Figure 1. Routed clock nets over the placement (run 1).
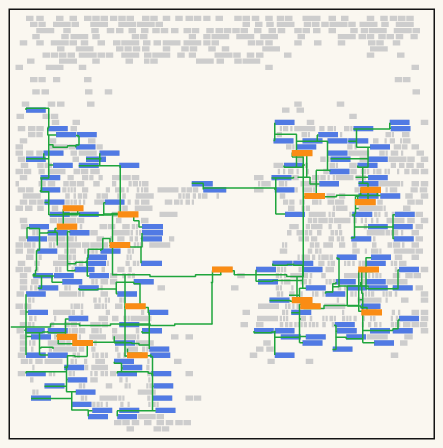
Figure 2. Routed metal, one colour a layer (run 1).
Only two layers are drawn.
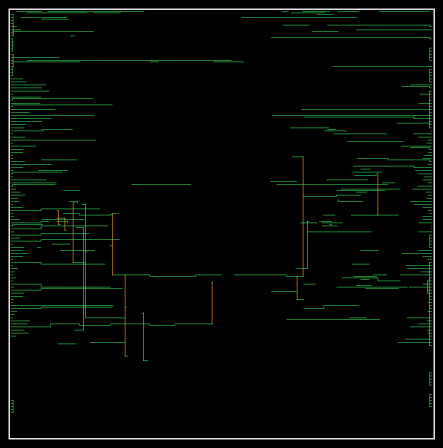
Figure 3. Track usage over the die (run 1).
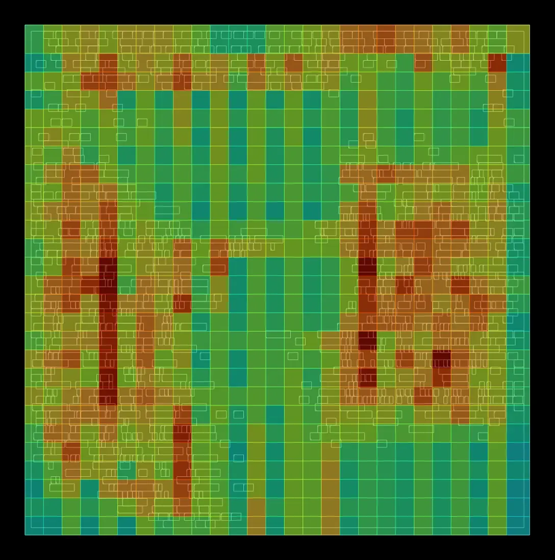
[config.mk]
export PLATFORM = sky130hd
export DESIGN_NAME = bsg_then_ready_link_round_robin_masked
export DESIGN_NICKNAME = d
export VERILOG_FILES = /design/src/rtl/bsg_then_ready_link_round_robin_masked.sv
export SDC_FILE = /design/constraint.sdc
export NUM_CORES = 1
export LEC_CHECK = 0
export CAP_MARGIN = 20
export CORE_AREA = 2 2 186 188
export CTS_CLUSTER_SIZE = 25
export DETAILED_ROUTE_END_ITERATION = 6
export DIE_AREA = 0 0 188 190
export SYNTH_ARGS = -nofsm -noshare
export SYNTH_HDL_FRONTEND = slang
export SYNTH_SLANG_ARGS = --single-unit
[constraint.sdc]
create_clock -name clk_i -period 6.06 [get_ports clk_i]
set_input_delay 1.212 -clock clk_i [delete_from_list [all_inputs] [get_ports clk_i]]
set_output_delay 1.212 -clock clk_i [all_outputs]
set_load 0.02 [all_outputs]
[src/rtl/bsg_then_ready_link_round_robin_masked.sv]
// N-way striping concentrator for the NoC I/O link datapath.
// TX stripes one then-ready stream packet-by-packet across the enabled links.
// RX merges the links back in the same strict rotation, which preserves packet order.
// A runtime enable mask skips dead links. Per-link saturating counters and a sticky
// protocol-error flag support bring-up.
module bsg_then_ready_link_round_robin_masked #(
  parameter int                     width_p        = 32,
  parameter int                     num_links_p    = 4,
  parameter logic [num_links_p-1:0] default_mask_p = '1,
  parameter int                     count_width_p  = 16
) (
  input  logic                                 clk_i,
  input  logic                                 reset_n_i,
  input  logic [num_links_p-1:0]               cfg_mask_i,
  input  logic                                 cfg_update_i,
  input  logic                                 single_v_i,
  input  logic [width_p-1:0]                   single_data_i,
  output logic                                 single_ready_and_o,
  output logic [num_links_p-1:0]               links_v_o,
  output logic [num_links_p*width_p-1:0]       links_data_o,
  input  logic [num_links_p-1:0]               links_ready_and_i,
  input  logic [num_links_p-1:0]               links_v_i,
  input  logic [num_links_p*width_p-1:0]       links_data_i,
  output logic [num_links_p-1:0]               links_yumi_o,
  output logic                                 single_v_o,
  output logic [width_p-1:0]                   single_data_o,
  input  logic                                 single_yumi_i,
  output logic [num_links_p*count_width_p-1:0] tx_count_o,
  output logic [num_links_p*count_width_p-1:0] rx_count_o,
  output logic                                 error_o
);

  localparam int ptr_w_lp = (num_links_p > 1) ? $clog2(num_links_p) : 1;

  // An all-zero mask would leave nothing to rotate over, so link 0 stays enabled.
  function automatic logic [num_links_p-1:0] sanitize_mask(input logic [num_links_p-1:0] m);
    logic [num_links_p-1:0] one_v;
    one_v    = '0;
    one_v[0] = 1'b1;
    if (m == '0) begin
      return one_v;
    end else begin
      return m;
    end
  endfunction

  // Index of the lowest enabled link; the mask is always nonzero here.
  function automatic logic [ptr_w_lp-1:0] lowest_set(input logic [num_links_p-1:0] m);
    logic [ptr_w_lp-1:0] r;
    logic                found;
    r     = '0;
    found = 1'b0;
    for (int i = 0; i < num_links_p; i++) begin
      if (m[i] && !found) begin
        r     = ptr_w_lp'(i);
        found = 1'b1;
      end else begin
        found = found;
      end
    end
    return r;
  endfunction

  // Next enabled link above p, wrapping; returns p when it is the only enabled link.
  function automatic logic [ptr_w_lp-1:0] next_set(input logic [num_links_p-1:0] m,
                                                   input logic [ptr_w_lp-1:0]    p);
    logic [ptr_w_lp-1:0] r;
    logic                found;
    int                  idx;
    r     = p;
    found = 1'b0;
    for (int i = 1; i < num_links_p; i++) begin
      idx = (int'(p) + i) % num_links_p;
      if (m[idx] && !found) begin
        r     = ptr_w_lp'(idx);
        found = 1'b1;
      end else begin
        found = found;
      end
    end
    return r;
  endfunction

  // Counters stick at all-ones instead of wrapping.
  function automatic logic [count_width_p-1:0] sat_inc(input logic [count_width_p-1:0] c);
    if (c == {count_width_p{1'b1}}) begin
      return c;
    end else begin
      return c + {{(count_width_p-1){1'b0}}, 1'b1};
    end
  endfunction

  logic [num_links_p-1:0]                    mask_r;
  logic [ptr_w_lp-1:0]                       tx_ptr_r;
  logic [ptr_w_lp-1:0]                       rx_ptr_r;
  logic [num_links_p-1:0][count_width_p-1:0] tx_cnt_r;
  logic [num_links_p-1:0][count_width_p-1:0] rx_cnt_r;
  logic                                      error_r;

  logic [num_links_p-1:0][width_p-1:0]       rx_data_s;
  logic [num_links_p-1:0]                    new_mask_s;
  logic                                      tx_hs_s;
  logic                                      err_hit_s;

  assign rx_data_s  = links_data_i;
  assign new_mask_s = sanitize_mask(cfg_mask_i);
  assign tx_hs_s    = single_v_i & links_ready_and_i[tx_ptr_r];
  assign err_hit_s  = |(links_v_i & ~mask_r);

  // TX steering: only the link under the pointer sees the stream valid.
  always_comb begin
    links_v_o           = '0;
    links_v_o[tx_ptr_r] = single_v_i;
    single_ready_and_o  = links_ready_and_i[tx_ptr_r];
    links_data_o        = {num_links_p{single_data_i}};
  end

  // RX merge: present the link under the pointer and route the dequeue back to it.
  always_comb begin
    links_yumi_o           = '0;
    links_yumi_o[rx_ptr_r] = single_yumi_i;
    single_v_o             = links_v_i[rx_ptr_r];
    single_data_o          = rx_data_s[rx_ptr_r];
  end

  // Mask and rotation pointers; an update restarts both rotations.
  always_ff @(posedge clk_i or negedge reset_n_i) begin
    if (!reset_n_i) begin
      mask_r   <= sanitize_mask(default_mask_p);
      tx_ptr_r <= lowest_set(sanitize_mask(default_mask_p));
      rx_ptr_r <= lowest_set(sanitize_mask(default_mask_p));
    end else if (cfg_update_i) begin
      mask_r   <= new_mask_s;
      tx_ptr_r <= lowest_set(new_mask_s);
      rx_ptr_r <= lowest_set(new_mask_s);
    end else begin
      if (tx_hs_s) begin
        tx_ptr_r <= next_set(mask_r, tx_ptr_r);
      end else begin
        tx_ptr_r <= tx_ptr_r;
      end
      if (single_yumi_i) begin
        rx_ptr_r <= next_set(mask_r, rx_ptr_r);
      end else begin
        rx_ptr_r <= rx_ptr_r;
      end
    end
  end

  // Per-link packet counters; an update clears them and suppresses same-cycle counts.
  always_ff @(posedge clk_i or negedge reset_n_i) begin
    if (!reset_n_i) begin
      tx_cnt_r <= '0;
      rx_cnt_r <= '0;
    end else if (cfg_update_i) begin
      tx_cnt_r <= '0;
      rx_cnt_r <= '0;
    end else begin
      if (tx_hs_s) begin
        tx_cnt_r[tx_ptr_r] <= sat_inc(tx_cnt_r[tx_ptr_r]);
      end else begin
        tx_cnt_r <= tx_cnt_r;
      end
      if (single_yumi_i) begin
        rx_cnt_r[rx_ptr_r] <= sat_inc(rx_cnt_r[rx_ptr_r]);
      end else begin
        rx_cnt_r <= rx_cnt_r;
      end
    end
  end

  // Sticky error: a partner driving valid on a link we have disabled.
  always_ff @(posedge clk_i or negedge reset_n_i) begin
    if (!reset_n_i) begin
      error_r <= 1'b0;
    end else if (cfg_update_i) begin
      error_r <= 1'b0;
    end else if (err_hit_s) begin
      error_r <= 1'b1;
    end else begin
      error_r <= error_r;
    end
  end

  assign tx_count_o = tx_cnt_r;
  assign rx_count_o = rx_cnt_r;
  assign error_o    = error_r;

endmodule
==> results.yml, run 1 <==
# implementation run metrics
pwr:
  power.leakage_nw: 4.78
  intPower_mw: 2.69
  peakVddDrop_uv: 231
  p_seq_frac: 0.276
critical_path:
  crit_required_ns: 4.85
  cp_max_fo: 36
  critical_path_arrival_ns: 3.10
  rr_worst_depth: 8
  r2r-start: "rx_ptr_r[1]"
  crit_path_end_kind: "output pin"
layout:
  drive_above_1_share: 0.135
  area_delta_synth_final_pct: 35.7
clock_tree:
  clkTransAtPathRegs_ns: 0.06
  htree_levels: 4
  clockBufferDepth: 2
  cts_resized: 0
  ctsHoldBuffers: 0
  cts_root_buffer: "clkbuf_16"
  cts_tree: "built"
grt:
  overflow: 0
  grt_pass1_wl_um: 49200
  antenna_found_initial: 3
  grt_max_degree: 91
floorplan:
  die_w_um: 188
  fp_util: 0.268
  rows: 68
  die_height_um: 190
  ios: 476
min_path:
  hp-class: "flop to flop"
  min_path_cells: 2
synthesis:
  synth_seq_share: 0.377
  yosys_area_um2: 9100
  synth-adder-area-share: 0.0137
  yosys.area.top_type_share: 0.366
  syn_inst: 878
  edf_count: 0
  yosys.area_share.simple: 0.148
  synthMuxAreaShare: 0.195
  fp_nets: 1065
  postSynthAreaPerCell_um2: 10.4
sta:
  maxSlewHeadroom: 0.289
  max_freq_ghz: 0.232
  worst_pin_slew_ns: 1.07
  period_minus_slack_ns: 4.32
  finalSetupViolCount: 0
outcome:
  status: "complete, no violations"
detailed_routing:
  drt_pass1_iterations: 6
## Picture notes: Figure 1
Key: clock wires = green [length 1950 um]; clock drivers = orange [count 17]; flip-flops = blue [count 137]
There are 18 routed clock nets.
worst-skew pair later-pin latency: 0.43 ns
clock share of power: 0.265
Layout Skew: 0.00909 ns

## Picture notes: Figure 2
Key: metal 3 = green [wire length 3350 um]; metal 4 = orange [wire length 409 um]
routed vias: 7597
all-layer global routing usage: 0.183
WL final: 33400 um
Wirelength per Cell: 22.1 um

## Picture notes: Figure 3
met3 Track Usage GR: 0.0732
layer with the highest usage: met2
Post-Route Utilization: 0.364
met2 Usage GRT: 0.267

[run 1: worst max-delay path, stage by stage (launching register included)]
cell and delay [ns]:
dfrtp_4 0.90, buf_4 0.52, mux4_2 0.65, clkdlybuf4s50_1 0.58
[run 1: per-stage QoR]
stage          total power [mW]  cell area [um^2]  setup slack (ns)
2_1_floorplan              2.49              9100              2.69
3_3_place_gp               3.23             11700              1.87
3_5_place_dp               3.23             11700              1.83
4_1_cts                    4.41             12300              1.68
5_1_grt                    4.58             12300              1.58
6_report                   4.37             12400              1.74
[run 1: power by group through the flow]
stage	sequential [mW]	clock (mW)	combinational, mW
floorplan	1.13	0	1.36
finish	1.21	1.16	2.00
global placement	1.23	0	2.01
global route	1.23	1.22	2.13
detailed placement	1.23	0	2.01
CTS	1.21	1.17	2.03
[run 1: Yosys cell counts, drive strengths merged (10+ instances only)]
master	instances
a211oi	25
a21oi	53
a22o	16
and2	10
buf	152
clkbuf	24
dfrtp	133
ha	10
inv	15
mux4	71
nand2	147
nand3	10
nand4	10
nor2	50
nor3	11
o21ai	65
[run 1: layer usage]
| metal | global-route usage | up-vias | wire, um |
|---|---|---|---|
| met4 | 0.0379 | 0 | 408 |
| met5 | 0 | - | 0 |
| li1 | - | 3373 | - |
| met3 | 0.0732 | 47 | 3350 |
| met2 | 0.267 | 355 | 14900 |
| met1 | 0.254 | 3822 | 14800 |
[run 1: state kept, by name (all words and copies together), names as in the netlist]
register,flops
mask_r,4
tx_ptr_r,2
rx_count_o,64
error_o,1
rx_ptr_r,2
tx_count_o,64
[run 1: layout make-up]
cell class                 instances  area, um^2
timing repair buffer             324        3220
sequential                       137        3440
clock buffer                      20         457
tap                              455         569
fill                            3319       21600
inverter                          15        56.3
antenna                            1        2.50
multi-input combinational        550        4410
clock inverter                    12         196
[run 1: worst max-delay path by stage]
stage | cells past startpoint | startpoint | to
after floorplan | 9 | rx_ptr_r[0] | links_yumi_o[0]
after global placement | 4 | single_yumi_i | links_yumi_o[2]
after detailed placement | 4 | single_yumi_i | links_yumi_o[2]
after CTS | 3 | rx_ptr_r[0] | single_data_o[14]
after global routing | 3 | rx_ptr_r[0] | single_data_o[15]
final | 3 | rx_ptr_r[0] | single_data_o[15]
[run 1: logic make-up (layout without fill, tap and decap cells)]
family / Yosys count / after routing
XOR/XNOR: 10 / 10
adder cells (fa/ha/maj): 10 / 10
AND-OR/OR-AND: 176 / 176
AND/OR/NAND/NOR: 271 / 271
other: 0 / 1
flip-flops: 137 / 137
multiplexers: 83 / 83
buffers and inverters: 191 / 371
Figure 4. Pin map (run 1).
Pins as bars across the die edge, other pins in grey.
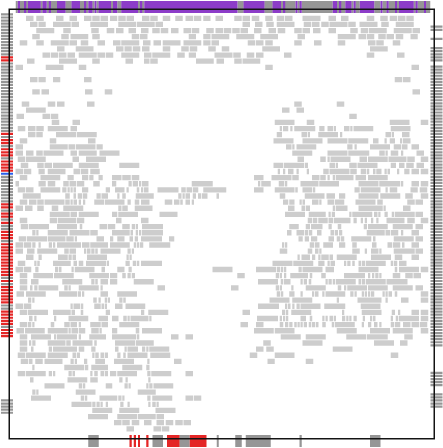

==> inputs of run 2 (changes only) <==
--- a/config.mk
+++ b/config.mk
@@ -6,10 +6,10 @@
 export NUM_CORES = 1
 export LEC_CHECK = 0
 export CAP_MARGIN = 20
-export CORE_AREA = 2 2 186 188
+export CORE_AREA = 2 2 185 187
 export CTS_CLUSTER_SIZE = 25
 export DETAILED_ROUTE_END_ITERATION = 6
-export DIE_AREA = 0 0 188 190
+export DIE_AREA = 0 0 187 189
 export SYNTH_ARGS = -nofsm -noshare
 export SYNTH_HDL_FRONTEND = slang
 export SYNTH_SLANG_ARGS = --single-unit
==> constraint.sdc (replaced) <==
create_clock -name clk_i -period 3.59 [get_ports clk_i]
set_input_delay 0.718 -clock clk_i [delete_from_list [all_inputs] [get_ports clk_i]]
set_output_delay 0.718 -clock clk_i [all_outputs]
set_load 0.02 [all_outputs]
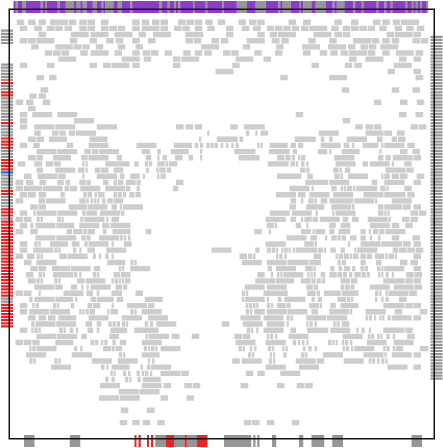
Figure 5: run 2, pin map.
Pins as bars across the die edge, other pins in grey.
Key: tx_count_o = red [pins 64, direction output, edge 50 left, 14 bottom]; links_data_i = purple [pins 128, direction input, edge top]; single_v_i = blue [pins 1, direction input, edge left]
All pins by edge: 199 top, 112 right, 91 left, 74 bottom.
die width: 187 um
IO Port Bufs: 315

==> results.yml, run 2 <==
# implementation run metrics
layout:
  post-route-cell-area_um2: 12500
  area_delta_synth_final_pct: 37.1
  drive_above_1_share: 0.146
clock_tree:
  clkTransAtPathRegs_ns: 0.06
  cts_root_buffer: "clkbuf_16"
  ctsHoldBuffers: 0
  htree_levels: 4
sta:
  worst_pin_slew_ns: 0.891
  period_minus_slack_ns: 3.37
  layout_setup_ws_ns: 0.220
  finalSetupViolCount: 0
detailed_routing:
  finalWirelength_um: 33100
  wire_per_inst_um: 21.7
  vias: 7664
outcome:
  status: "complete, no violations"
synthesis:
  yosys.area.top_type_share: 0.366
  postSynthAreaPerCell_um2: 10.4
  edf_count: 0
  ys_top_cells_by_count: "nand2_1 (147), buf_4 (135), dfrtp_1 (133)"
pwr:
  power_mw: 7.37
  power.leakage_nw: 4.88
  peakVddDrop_uv: 339
  clkPwrFrac: 0.265
  p_seq_frac: 0.262
  intPower_mw: 4.62
grt:
  grt_use_total: 0.185
  use_met1: 0.259
  grt_max_degree: 81
  use_met3: 0.0584
  grt_pass1_wl_um: 50100
placement:
  dpl_cell_area_um2: 11800
  pre_cts_slack_ns: 0.542
critical_path:
  critical_path_arrival_ns: 2.65
  crit_required_ns: 2.87
floorplan:
  ios: 476
  fp_util: 0.274
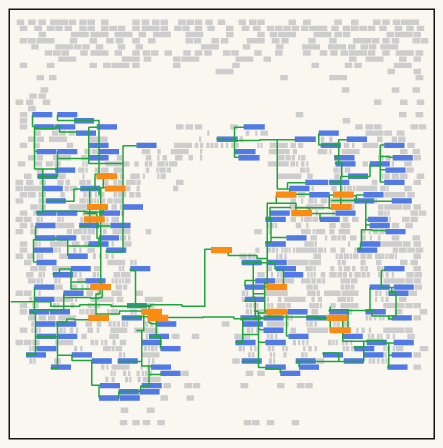
Figure 6: run 2, routed clock nets over the placement.
Key: flip-flops = blue [count 137]; clock wires = green [length 1970 um]; clock drivers = orange [count 17]
There are 18 routed clock nets.
Layout Skew: 0.0159 ns
worst-skew pair later-pin latency: 0.42 ns
Clk power: 1.96 mW

-- run 2: path summary, 6_finish.rpt --
kind / from / end / slack [ns] / cells after the start
max: rx_ptr_r[0] / single_data_o[5] / 0.22 / 3
min: reset_n_i / rx_count_o[40] / 0.30 / 1
max reg2reg: rx_ptr_r[0] / rx_count_o[7] / 0.62 / 7
min reg2reg: tx_count_o[60] / tx_count_o[60] / 0.51 / 2
max in group asynchronous: reset_n_i / rx_count_o[7] / 2.35 / 3
min in group clk_i: tx_count_o[60] / tx_count_o[60] / 0.51 / 2
-- run 2: layer usage --
metal  part of all wire  vias up
met5                  0        -
met4              0.015        0
met3              0.085       44
met2               0.45      366
met1               0.45     3841
li1                   -     3413
-- run 2: logic make-up (layout without fill, tap and decap cells) --
group,after synthesis,after routing,share of synthesized area
other,0,1,0
adders and majority gates,10,10,0.0137
DFF,137,137,0.377
muxes,83,83,0.195
and+or+nand+nor,271,271,0.148
xor gates and xnor gates,10,10,0.00962
buffers and inverters,191,388,0.140
AOI/OAI and AO/OA,176,176,0.117
-- run 2: area by class of cell --
| type | instances | area, um^2 | area share |
|---|---|---|---|
| multi-input combinational | 550 | 4400 | 0.353 |
| sequential | 137 | 3440 | 0.276 |
| timing repair buffer | 343 | 3370 | 0.270 |
| tap | 448 | 561 | 0.0449 |
| clock buffer | 19 | 453 | 0.0363 |
| clock inverter | 11 | 196 | 0.0157 |
| inverter | 15 | 56.3 | 0.00451 |
| antenna | 1 | 2.50 | 0.000201 |
-- run 2: critical path: stages, from the launching register on --
cell	delay, ns
dfrtp_4	0.72
buf_12	0.32
mux4_2	0.59
clkdlybuf4s50_1	0.58
-- run 2: power groups by stage --
| stage | registers (mW) | logic (mW) | clock network (mW) |
|---|---|---|---|
| global placement | 1.96 | 3.49 | 0 |
| CTS | 1.93 | 3.53 | 1.98 |
| floorplan | 1.91 | 2.30 | 0 |
| finish | 1.93 | 3.48 | 1.96 |
| detailed placement | 1.96 | 3.50 | 0 |
| global route | 1.96 | 3.73 | 2.06 |
Power is estimated from default activity; no workload was simulated.
